Fig. 1: run 1, met3 routing
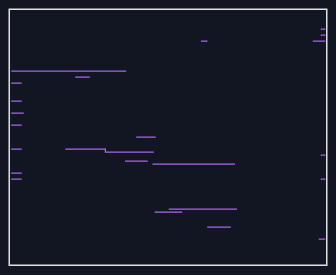
Fig. 2: run 1, placement view
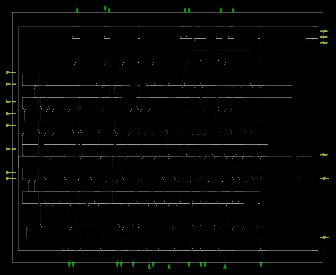
Fig. 3: run 1, wire density map
14 x 12 tiles, from black (low) to pale yellow (high), scaled to the fullest tile. Values are wire area over tile area, all layers added.
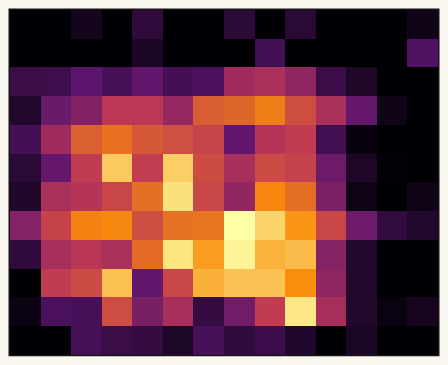
### src/rtl/clk_div_pkg.sv
// Shared state encoding and default sizing for the divided-clock sequencer.
package clk_div_pkg;

  typedef enum logic [1:0] {
    ST_IDLE = 2'd0,
    ST_RUN  = 2'd1,
    ST_STOP = 2'd2
  } state_t;

  localparam int CNT_W_DEF       = 8;
  localparam int DIV_DEFAULT_DEF = 2;
  localparam int TICK_CNT_W      = 16;

endpackage

### src/rtl/clk_div_core.sv
// Half-period counter: div_out flips after div_reg+1 counting cycles; toggle strobes are combinational.
// Dropping run parks cnt and div_out at zero on the next edge; no backpressure.
module clk_div_core
  import clk_div_pkg::*;
#(
  parameter int CNT_W = CNT_W_DEF
) (
  input  logic             clk,
  input  logic             reset,
  input  logic             run,
  input  logic [CNT_W-1:0] div_reg,
  output logic             fall_toggle,
  output logic             rise_toggle,
  output logic             div_out
);

  localparam logic [CNT_W-1:0] CNT_ONE = CNT_W'(1);

  logic [CNT_W-1:0] r_cnt;
  logic             r_div_out;
  logic             w_hit;

  // Equality is enough: div_reg only changes on edges that also clear cnt.
  assign w_hit       = run && (r_cnt == div_reg);
  assign rise_toggle = w_hit && !r_div_out;
  assign fall_toggle = w_hit && r_div_out;
  assign div_out     = r_div_out;

  always_ff @(posedge clk) begin
    if (reset) begin
      r_cnt     <= '0;
      r_div_out <= 1'b0;
    end else if (!run) begin
      r_cnt     <= '0;
      r_div_out <= 1'b0;
    end else if (w_hit) begin
      r_cnt     <= '0;
      r_div_out <= ~r_div_out;
    end else begin
      r_cnt     <= r_cnt + CNT_ONE;
    end
  end

endmodule

### src/rtl/clk_div_sequencer.sv
// Start/stop and ratio-change sequencer for the divided clock; changes land only on falling toggles.
// Optional tick counter under CLK_DIV_TICK_COUNT_EN; cfg_ready stays low while a ratio is pending.
module clk_div_sequencer
  import clk_div_pkg::*;
#(
  parameter int CNT_W       = CNT_W_DEF,
  parameter int DIV_DEFAULT = DIV_DEFAULT_DEF
) (
  input  logic                  clk,
  input  logic                  reset,
  input  logic                  en,
  input  logic                  cfg_valid,
  input  logic [CNT_W-1:0]      cfg_div,
  output logic                  cfg_ready,
  output logic                  div_out,
  output logic                  tick,
  output logic [1:0]            state,
  output logic                  pend,
  output logic [TICK_CNT_W-1:0] tick_count
);

  localparam logic [CNT_W-1:0] DIV_INIT = CNT_W'(DIV_DEFAULT);

  state_t           r_state;
  state_t           w_state_nxt;
  logic [CNT_W-1:0] r_div_reg;
  logic [CNT_W-1:0] r_pend_div;
  logic             r_pend;
  logic             r_tick;
  logic             w_run;
  logic             w_fall;
  logic             w_rise;
  logic             w_div_out;
  logic             w_xfer;
  logic             w_to_idle;

  assign w_xfer    = cfg_valid && !r_pend;
  assign cfg_ready = !r_pend;
  assign pend      = r_pend;
  assign div_out   = w_div_out;
  assign tick      = r_tick;
  assign state     = r_state;

  // A low phase with en dropped is abandoned at once; a high phase is always finished.
  assign w_run = (r_state == ST_STOP) || ((r_state == ST_RUN) && (en || w_div_out));

  clk_div_core #(
    .CNT_W (CNT_W)
  ) u_core (
    .clk         (clk),
    .reset       (reset),
    .run         (w_run),
    .div_reg     (r_div_reg),
    .fall_toggle (w_fall),
    .rise_toggle (w_rise),
    .div_out     (w_div_out)
  );

  always_comb begin
    w_state_nxt = r_state;
    w_to_idle   = 1'b0;
    case (r_state)
      ST_IDLE: begin
        if (en) w_state_nxt = ST_RUN;
      end
      ST_RUN: begin
        if (!en) begin
          if (!w_div_out || w_fall) begin
            w_state_nxt = ST_IDLE;
            w_to_idle   = 1'b1;
          end else begin
            w_state_nxt = ST_STOP;
          end
        end
      end
      ST_STOP: begin
        if (w_fall) begin
          w_state_nxt = ST_IDLE;
          w_to_idle   = 1'b1;
        end
      end
      default: begin
        w_state_nxt = ST_IDLE;
      end
    endcase
  end

  always_ff @(posedge clk) begin
    if (reset) begin
      r_state <= ST_IDLE;
      r_tick  <= 1'b0;
    end else begin
      r_state <= w_state_nxt;
      r_tick  <= w_rise;
    end
  end

  // Entering IDLE is also a boundary, so nothing is left pending with the divider parked.
  always_ff @(posedge clk) begin
    if (reset) begin
      r_div_reg  <= DIV_INIT;
      r_pend_div <= '0;
      r_pend     <= 1'b0;
    end else if (w_xfer && ((r_state == ST_IDLE) || w_to_idle)) begin
      r_div_reg  <= cfg_div;
    end else if (r_pend && (w_fall || w_to_idle)) begin
      r_div_reg  <= r_pend_div;
      r_pend     <= 1'b0;
    end else if (w_xfer) begin
      r_pend_div <= cfg_div;
      r_pend     <= 1'b1;
    end
  end

`ifdef CLK_DIV_TICK_COUNT_EN
  localparam logic [TICK_CNT_W-1:0] TICK_ONE = TICK_CNT_W'(1);

  logic [TICK_CNT_W-1:0] r_tick_count;

  always_ff @(posedge clk) begin
    if (reset) begin
      r_tick_count <= '0;
    end else if (r_tick && (r_state != ST_IDLE)) begin
      r_tick_count <= r_tick_count + TICK_ONE;
    end
  end

  assign tick_count = r_tick_count;
`else
  assign tick_count = '0;
`endif

endmodule

### config.mk
export PLATFORM = sky130hd
export DESIGN_NAME = clk_div_sequencer
export DESIGN_NICKNAME = d
export VERILOG_FILES = /design/src/rtl/clk_div_pkg.sv /design/src/rtl/clk_div_core.sv /design/src/rtl/clk_div_sequencer.sv
export SDC_FILE = /design/constraint.sdc
export NUM_CORES = 1
export LEC_CHECK = 0
export CORE_ASPECT_RATIO = 0.8
export CORE_UTILIZATION = 40
export CTS_BUF_LIST = sky130_fd_sc_hd__clkbuf_4
export DETAILED_ROUTE_END_ITERATION = 16
export MAX_ROUTING_LAYER = met4
export PLACE_DENSITY = 0.78
export SLEW_MARGIN = 20
export SYNTH_ARGS = -nofsm -noshare
export SYNTH_HDL_FRONTEND = slang
export SYNTH_SLANG_ARGS = --single-unit
### constraint.sdc
create_clock -name clk -period 1.9 [get_ports clk]
set_input_delay 0.475 -clock clk [delete_from_list [all_inputs] [get_ports clk]]
set_output_delay 0.475 -clock clk [all_outputs]
set_load 0.01 [all_outputs]
==> results.toml, run 1 <==
# generated from flow reports
[setup_path]
cp_cell_sequence = "xor2_1 -> nor4_4 -> nand4_1 -> buf_4 -> buf_4 -> and3_1 -> o31a_1"
crit_family = "simple AND/OR/NAND/NOR gates"
crit-reg2reg-launch = "r_div_reg[7]$_SDFFE_PP0P_"
cp_data_arrival_time_ns = 2.18
cp-startpoint = "r_div_reg[7]$_SDFFE_PP0P_"
cp_slowest_stage_delay_ns = 0.36
ff2ff_setup_slack_ns = -0.07
rr_worst_depth = 7

[timing]
hold_slack_ns = 0.504
finalSetupViolCount = 10
slew_viol_final = 0
timing.fmax_ghz = 0.509
timing_hold_violations_final = 0
finalSetupTns_ns = -0.375
setup_ws_ns = -0.0655
rsz0062_at_grt = "yes"

[clock_tree]
postCtsHoldBufs = 0
cts_buffer_depth = 2
cts_buffers = 5
cts_tree = "yes"
clk_latency_ns = 0.33
clk_pin_slew_ns = 0.09

[cells_and_area]
fin_nets = 225
areaGrowthSynthToFinish_pct = 28.6
logic_area_um2 = 915
stdcell_area_um2 = 2000
nClkBuffers = 6
logic_gates = 125
flops = 29
diodes = 0
buffer_area_share_pct = 17.9

[placement]
place_inst = 242
pre_cts_ws_ns = -0.387

[synthesis]
top_area_cell = "dfxtp_1"
ys_area_um2 = 1550
syn-instance-count = 168
netlist_top_cells_area = "dfxtp_1 37%, mux2i_1 10%, buf_4 7.7%"
yosys_warnings = 0
ys_cells = 168
async_flop_share_pct = 0
top_cells_by_count = "29 x dfxtp_1, 22 x nor2_1, 16 x buf_4, 16 x mux2i_1, 11 x xor2_1"

[power]
power_mw = 1.34
clkPwrFrac_pct = 26.1
powerDensity_nw_per_um2 = 669
internal_power_mw = 0.947
comb_power_share_pct = 23.4
ir_drop_mv = 0.402
netSwitchingFraction_pct = 29.1
powerSeq_mw = 0.675
comb-power_mw = 0.312

[global_route]
use_met1_pct = 23.4
grt_max_degree = 15

[hold_path]
worstHoldStart = "r_pend_div[4]$_SDFFE_PP0P_"
hp-class = "reg -> reg"
whs_endpoint = "r_pend_div[4]$_SDFFE_PP0P_"
hold_depth = 2

[routing]
first_pass_iters = 5
postRouteAntennaNets = 0

[floorplan]
die_h_um = 57.7

[outcome]
status = "complete, but fails checks"
violations = "negative setup slack"
## Picture notes: Fig. 1
share of all routed wire: 4.2%
main direction: horizontal
longest straight run: 25.8 µm
nets with wire on the layer: 19
wire length on this layer: 125 µm
Final Routed Wirelength: 3020 µm
GRT met3 Usage: 5.22%
via count: 1192

## Picture notes: Fig. 2
Core Box Area: 3570 µm²
Core Util, Final: 56.0%
FILL cells: 317
sequential cell area share: 29.7%
Post-Layout Cell Count: 251

## Picture notes: Fig. 3
emptiest ninth of the die: top right
densest ninth of the die: middle
tiles over half the peak: 30%
mean over tiles: 0.12
nearly empty tiles: 23%
fullest tile: 0.37
Routed WL per cell: 12.0 µm
total global-route track usage: 16.8%

run 1: logic make-up after synthesis:
logic type                 count (synthesis)  synth area share (%)
AOI/OAI and AO/OA                         26                  11.5
xor gates and xnor gates                  15                  8.47
adders and majority gates                  4                  3.23
buffers and inverters                     29                  11.0
DFF                                       29                  37.4
muxes                                     16                  10.3
other                                      1                 0.242
and+or+nand+nor                           48                  17.7
run 1: repair_timing:
| action | CTS | global route |
|---|---|---|
| gates cloned | 0 | 1 |
| endpoints found under the setup margin | 16 | 25 |
| buffers inserted | 0 | 1 |
| gates resized | 8 | 17 |
| pin swaps | 10 | 6 |
--- run 2 (diff from run 1) ---
--- a/config.mk
+++ b/config.mk
@@ -5,12 +5,13 @@
 export SDC_FILE = /design/constraint.sdc
 export NUM_CORES = 1
 export LEC_CHECK = 0
+export ABC_AREA = 1
 export CORE_ASPECT_RATIO = 0.8
 export CORE_UTILIZATION = 40
 export CTS_BUF_LIST = sky130_fd_sc_hd__clkbuf_4
 export DETAILED_ROUTE_END_ITERATION = 16
 export MAX_ROUTING_LAYER = met4
-export PLACE_DENSITY = 0.78
+export PLACE_DENSITY = 0.77
 export SLEW_MARGIN = 20
 export SYNTH_ARGS = -nofsm -noshare
 export SYNTH_HDL_FRONTEND = slang
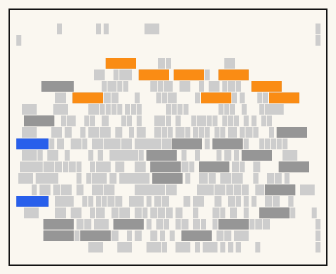
Fig. 4. Sequential cells grouped by signal name (run 2).
Other sequential cells in the stronger gray, the rest of the logic in the fainter gray.
legend:
  blue:
    name_in_the_netlist: `state`
    placed_flops: 2
  orange:
    name_in_the_netlist: `u_core.r_cnt`
    placed_flops: 8
Reg area: 584 µm²
Seq. pwr: 0.840 mW
Core Util, Final: 52.9%
sequential cell area share: 28.1%

==> run 2 against run 1 <==
  * The flow now finishes without violations
  * First-iteration DRC count decreased by 13%
  * Critical endpoint is now r_div_reg[4]$_SDFFE_PP0P_
  * Critical path type is now in -> reg
  * Cell area grew 4.2%
  * Clock power is 17% higher
  * Largest cell class unchanged
  * Fmax is 8.8% higher
  * Sequential power rose by 24%
  * Clock skew decreased by 0.0072 ns
==> results.toml, run 2 <==
# generated from flow reports
[outcome]
status = "complete, no violations"

[synthesis]
top_cells_by_count = "55 x nand2_1, 46 x inv_1, 29 x dfxtp_1"
yosys.area_share.adder_pct = 2.95
syn-instance-count = 254
yosys_warnings = 0
ys_sh_simple_pct = 29.3
async_flop_share_pct = 0
ys_area_um2 = 1700
ys_sh_aoi_pct = 11.6
top_area_cell = "dfxtp_1"

[timing]
finalSetupViolCount = 0
timing_hold_violations_final = 0
setup_ws_ns = 0.0930
slew_viol_final = 0
rsz0062_at_grt = "no"
finalSetupTns_ns = 0
hold_slack_ns = 0.459

[placement]
pre_cts_ws_ns = -0.297
place_inst = 336

[power]
powerDensity_nw_per_um2 = 1180
power_mw = 2.46
internal_power_mw = 1.47
netSwitchingFraction_pct = 40.2
clkPwrFrac_pct = 16.6
comb_power_share_pct = 49.4

[clock_tree]
cts_buffers = 5
postCtsHoldBufs = 0
clk_latency_ns = 0.33
clk_pin_slew_ns = 0.09
cts_resized = 1

[setup_path]
rr_worst_depth = 13
cp_cell_sequence = "clkdlybuf4s50_1 -> nand2_1 -> nand2_2 -> nand3_4 -> o21bai_4 -> nand2_2 -> nand2_4 -> nand2_8 -> nand2_4 -> buf_4 -> nand3_1 -> a21oi_1"
crit_family = "simple AND/OR/NAND/NOR gates"
crit-reg2reg-launch = "state[1]$_SDFFE_PP0P_"
ff2ff_setup_slack_ns = 0.15
cp_data_arrival_time_ns = 2.07

[global_route]
grt_max_degree = 18
grt_use_met3_pct = 7.59

[cells_and_area]
stdcell_area_um2 = 2080
areaGrowthSynthToFinish_pct = 22.7
stdcell_count = 345

[hold_path]
hold_depth = 2

[floorplan]
die_h_um = 60.2

[routing]
first_pass_iters = 4
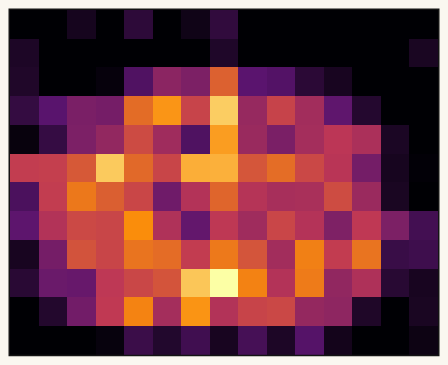
Fig. 5. Wire density map (run 2).
15 x 12 tiles, from black (low) to pale yellow (high), scaled to the fullest tile. Values are wire area over tile area, all layers added.
nearly empty tiles: 23%
tiles over half the peak: 29%
emptiest ninth of the die: top right
fullest tile: 0.38
mean over tiles: 0.12
total global-route track usage: 17.6%
Final Routed Wirelength: 3350 µm
Routed WL per cell: 9.72 µm
via count: 1494

==> run 2: layout make-up <==
cell class | count | area, µm² | area share, %
repair buffers | 33 | 303 | 14.6
flip-flops and latches | 29 | 584 | 28.1
clock buffers | 8 | 60.1 | 2.89
multi-input cells | 168 | 866 | 41.6
inverters | 52 | 198 | 9.51
well taps | 55 | 68.8 | 3.31
==> run 2: power by group through the flow <==
stage          Clock [mW]  Combinational (mW)  Sequential [mW]
6_report            0.408                1.22            0.840
3_5_place_dp            0                1.12            0.847
5_1_grt             0.458                1.36            0.859
4_1_cts             0.421                1.13            0.834
2_1_floorplan           0               0.760            0.840
3_3_place_gp            0                1.10            0.844
No activity file was given, so power comes from the tool's default toggle rates.
